File: src/rtl/pipeline_ctrl.sv
// Stall/flush sequencer for the 5-stage RV32I pipeline: cache-miss freeze, load-use bubble, mispredict squash.
// Optional performance counters are built only when PIPE_CTRL_PERF_EN is defined.
module pipeline_ctrl #(
  parameter int CNT_W = 32
) (
  input  logic             clk,
  input  logic             rst,
  input  logic             imem_req,
  input  logic             imem_resp,
  input  logic             dmem_req,
  input  logic             dmem_resp,
  input  logic             ex_mem_read,
  input  logic [4:0]       ex_rd,
  input  logic [4:0]       id_rs1_idx,
  input  logic [4:0]       id_rs2_idx,
  input  logic             id_uses_rs1,
  input  logic             id_uses_rs2,
  input  logic             ex_br_mispredict,
  output logic             load_pc,
  output logic             load_if_id,
  output logic             load_id_ex,
  output logic             load_ex_mem,
  output logic             load_mem_wb,
  output logic             flush_if_id,
  output logic             flush_id_ex,
  output logic             imem_req_mask,
  output logic             dmem_req_mask,
  output logic [CNT_W-1:0] stall_cycles,
  output logic [CNT_W-1:0] bubble_count,
  output logic [CNT_W-1:0] flush_count
);

  typedef enum logic [0:0] {RUN = 1'b0, STALL = 1'b1} state_t;

  state_t state_r, state_nxt_s;
  logic   i_done_r, d_done_r, i_done_nxt_s, d_done_nxt_s;
  logic   i_done_s, d_done_s;
  logic   i_pend_s, d_pend_s, freeze_s, hazard_s;
  logic   bubble_s, squash_s;

  // Sticky bits only carry meaning while frozen
  assign i_done_s = (state_r == STALL) & i_done_r;
  assign d_done_s = (state_r == STALL) & d_done_r;

  assign i_pend_s = imem_req & ~imem_resp & ~i_done_s;
  assign d_pend_s = dmem_req & ~dmem_resp & ~d_done_s;
  assign freeze_s = i_pend_s | d_pend_s;

  assign hazard_s = ex_mem_read & (ex_rd != 5'd0) &
                    ((id_uses_rs1 & (id_rs1_idx == ex_rd)) |
                     (id_uses_rs2 & (id_rs2_idx == ex_rd)));

  assign squash_s = ~freeze_s & ex_br_mispredict;
  assign bubble_s = ~freeze_s & ~ex_br_mispredict & hazard_s;

  // State and sticky-response register
  always_ff @(posedge clk or negedge rst) begin
    if (!rst) begin
      state_r  <= RUN;
      i_done_r <= 1'b0;
      d_done_r <= 1'b0;
    end else begin
      state_r  <= state_nxt_s;
      i_done_r <= i_done_nxt_s;
      d_done_r <= d_done_nxt_s;
    end
  end

  // Next state: freeze collects responses, any advance clears them
  always_comb begin
    state_nxt_s  = RUN;
    i_done_nxt_s = 1'b0;
    d_done_nxt_s = 1'b0;
    if (freeze_s) begin
      state_nxt_s  = STALL;
      i_done_nxt_s = i_done_s | imem_resp;
      d_done_nxt_s = d_done_s | dmem_resp;
    end else begin
      state_nxt_s  = RUN;
    end
  end

  // Load/flush decode; everything held low while reset is asserted
  always_comb begin
    load_pc     = 1'b0;
    load_if_id  = 1'b0;
    load_id_ex  = 1'b0;
    load_ex_mem = 1'b0;
    load_mem_wb = 1'b0;
    flush_if_id = 1'b0;
    flush_id_ex = 1'b0;
    if (!rst || freeze_s) begin
      load_pc = 1'b0;
    end else if (ex_br_mispredict) begin
      load_pc     = 1'b1;
      load_if_id  = 1'b1;
      load_id_ex  = 1'b1;
      load_ex_mem = 1'b1;
      load_mem_wb = 1'b1;
      flush_if_id = 1'b1;
      flush_id_ex = 1'b1;
    end else if (hazard_s) begin
      load_id_ex  = 1'b1;
      load_ex_mem = 1'b1;
      load_mem_wb = 1'b1;
      flush_id_ex = 1'b1;
    end else begin
      load_pc     = 1'b1;
      load_if_id  = 1'b1;
      load_id_ex  = 1'b1;
      load_ex_mem = 1'b1;
      load_mem_wb = 1'b1;
    end
  end

  assign imem_req_mask = rst & i_done_s;
  assign dmem_req_mask = rst & d_done_s;

`ifdef PIPE_CTRL_PERF_EN
  localparam logic [CNT_W-1:0] CNT_MAX = {CNT_W{1'b1}};
  localparam logic [CNT_W-1:0] CNT_ONE = {{(CNT_W-1){1'b0}}, 1'b1};

  logic [CNT_W-1:0] stall_r, bubble_r, flush_r;

  // Saturating performance counters
  always_ff @(posedge clk or negedge rst) begin
    if (!rst) begin
      stall_r  <= {CNT_W{1'b0}};
      bubble_r <= {CNT_W{1'b0}};
      flush_r  <= {CNT_W{1'b0}};
    end else begin
      if (freeze_s && (stall_r != CNT_MAX)) stall_r <= stall_r + CNT_ONE;
      if (bubble_s && (bubble_r != CNT_MAX)) bubble_r <= bubble_r + CNT_ONE;
      if (squash_s && (flush_r != CNT_MAX)) flush_r <= flush_r + CNT_ONE;
    end
  end

  assign stall_cycles = stall_r;
  assign bubble_count = bubble_r;
  assign flush_count  = flush_r;
`else
  logic unused_s;
  assign unused_s     = bubble_s ^ squash_s;
  assign stall_cycles = {CNT_W{1'b0}};
  assign bubble_count = {CNT_W{1'b0}};
  assign flush_count  = {CNT_W{1'b0}};
`endif

endmodule

File: config.mk
export PLATFORM = sky130hd
export DESIGN_NAME = pipeline_ctrl
export DESIGN_NICKNAME = d
export VERILOG_FILES = /design/src/rtl/pipeline_ctrl.sv
export SDC_FILE = /design/constraint.sdc
export NUM_CORES = 1
export LEC_CHECK = 0
export CAP_MARGIN = 20
export CORE_UTILIZATION = 26
export DETAILED_ROUTE_END_ITERATION = 7
export PLACE_DENSITY = 0.81
export SYNTH_ARGS = -nofsm -noshare
export SYNTH_HDL_FRONTEND = slang
export SYNTH_SLANG_ARGS = --single-unit
File: constraint.sdc
create_clock -name clk -period 1.62 [get_ports clk]
set_input_delay 0.243 -clock clk [delete_from_list [all_inputs] [get_ports clk]]
set_output_delay 0.243 -clock clk [all_outputs]
set_load 0.005 [all_outputs]
==> images/power_grid.png <==
Scale: 8 px per µm. Pins as bars on the die edge.
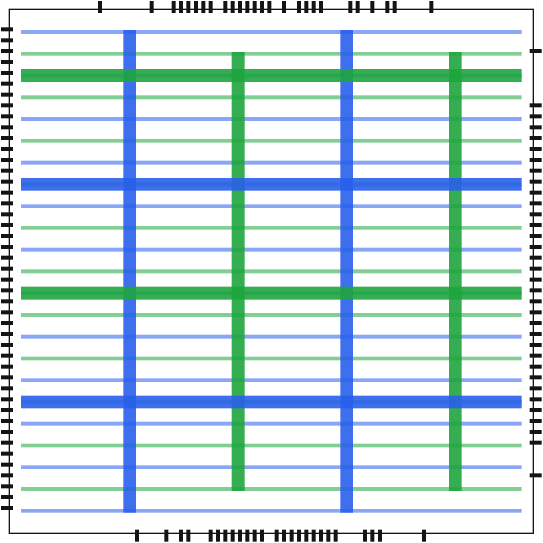
green -> VDD
blue -> VSS
signal pins = 130
met4 straps = 4
met1 rails = 23
met5 straps = 4
rows = 22
Die X: 65.3 µm
Max VDD drop: 0.126 mV
Die Y-Extent: 65.3 µm
core footprint: 3740 µm²

==> images/layer_met2.png <==
Scale: 8 px per µm. Cells faint in the background.
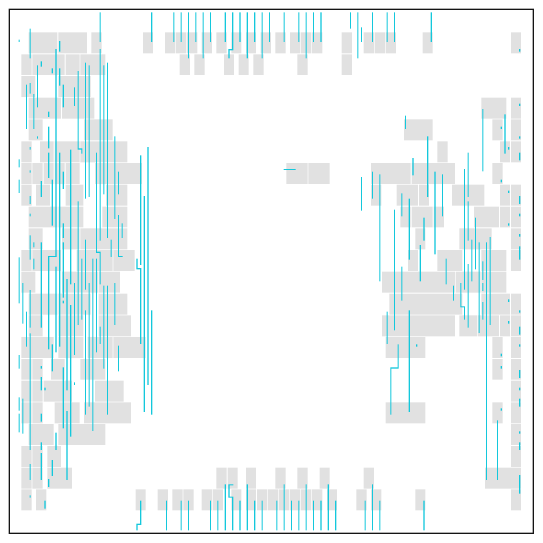
longest straight run = 29.6 µm
main direction = vertical
met2 Track Usage GR: 0.164
DR vias: 705
final wirelength: 1840 µm

==> images/metal_density.png <==
Scale: 6 px per µm. The die is cut into 13 by 13 equal tiles; dark purple is low, yellow is high, scaled to the fullest tile. Values are wire area over tile area, all layers added.
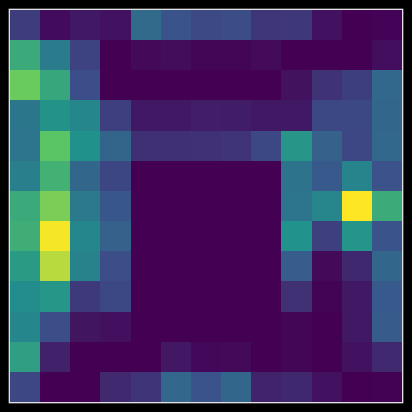
fullest tile = 0.39
emptiest ninth of the die = center
nearly empty tiles = 34%
drt wl/cell: 8.09 µm
GRT Total Usage: 0.0789

==> images/placement.png <==
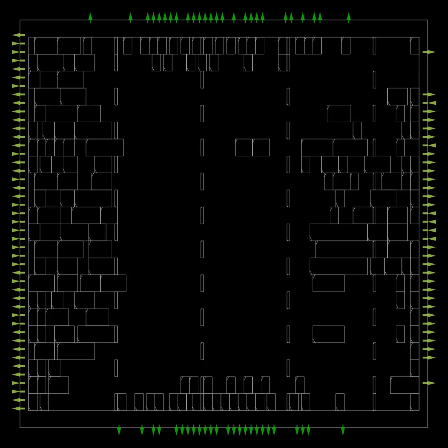
row count: 22
Util after Layout: 0.322
fill count: 415
Finished Layout Cells: 227

==> images/sizes.png <==
Scale: 4 px per µm.
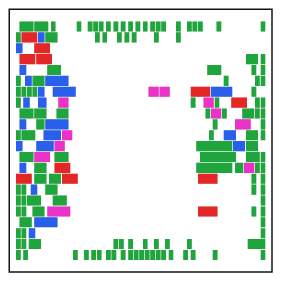
red -> _6 and larger  # cells 11, share 6.1%
green -> _0 and _1 cells  # cells 136, share 76%
magenta -> _3 and _4 cells  # cells 11, share 6.1%
blue -> _2 cells  # cells 21, share 12%
non-clock buffer count: 45
final instance area: 1210 µm²
Final WS setup: -0.0890 ns
synthesis-to-finish area growth: 15.7%

==> qor.csv <==
stage,metric,value,unit
timing,Tcrit/Tclk final,1.05,
synth,predominant post-synthesis flop cell,dfrtp_1,
synth,Synth top cells by count,"99 x buf_4, 8 x xor2_1, 4 x nand2_1",
critical_path,crit-path max FO,2,
clock_tree,Worst-Skew Late Latency,0.22,ns
drt,# DRC,0,
drt,vias per inst,3.11,
critical_path,"delay-heaviest family, CP",buffers and inverters,
cells_and_area,clock-cell share of area,0.0373,
cells_and_area,flop share of the area,0.0622,
place,Placed Cells,221,
synth,post-synthesis cell count,134,
synth,Max-area cell share,0.713,
grt,GR Overflow Total,0,
drt,Antenna Nets Post-Route,0,
synth,Synth flops,3,
timing,Final WS setup,-0.0890,ns
job,tool warnings,28,
pwr,Top power group,combinational cells,
critical_path,WP depth,7,
critical_path,cells along the critical path,buf_2 -> buf_6 -> or4_4 -> o21ai_4 -> buf_4 -> o41ai_2 -> buf_2,
synth,ys cells,134,
cells_and_area,ant diodes,0,
synth,"EDFF count, synth",0,
run_status,failing checks,negative setup slack,
pwr,Sw Ratio,0.338,
grt,GRT met1 Usage,0.0584,
timing,fmax,585,MHz
grt,largest net degree at the start of global routing,6,
critical_path,r2r setup slk,0.63,ns
pwr,total power,0.529,mW
critical_path,CP most frequent cell,buf_2,
cells_and_area,Comb/total area,0.529,
timing,fin crit period,1.71,ns
critical_path,CP Capture Type,output pin,
run_status,status,"finished, violations left",
cells_and_area,area taken by multi-input logic gates,638,µm²
critical_path,WP data arrival,1.47,ns
synth,yosys stat chip area,1040,µm²
synth,distinct lib cells,19,
pwr,clock power share,0.414,
clock_tree,clk sink count,3,
synth,post-synth top area cell,buf_4,
cells_and_area,nets@finish,205,
floorplan,total die area,4270,µm²
timing,Final Hold Fails,0,
drt,router iterations before antenna repair,3,
critical_path,FF-to-FF path depth,4,
grt,first-pass GRT wire length,2400,µm
pwr,net switching power,0.179,mW
timing,setup violators final,3,
drt,initial DRC count,7,
critical_path,"Worst Path Class, Setup",in2out,
floorplan,Well Taps,48,
min_path,Hold Path Class,in2async,
pwr,Pwr Density,439,nW/µm²
synth,syn avg cell area,7.78,µm²
place,GP Congestion,0.667,
clock_tree,Root Buffer,clkbuf_8,
cells_and_area,most common logic cells in the final layout,"96 x conb_1, 8 x clkdlybuf4s50_1, 8 x buf_6, 8 x buf_2, 8 x buf_4",
clock_tree,CTS tree,built,
pwr,cell internal pwr,0.350,mW
grt,vias in the first global route,559,
clock_tree,clock buffer depth,2,
No activity file was given, so power comes from the tool's default toggle rates.
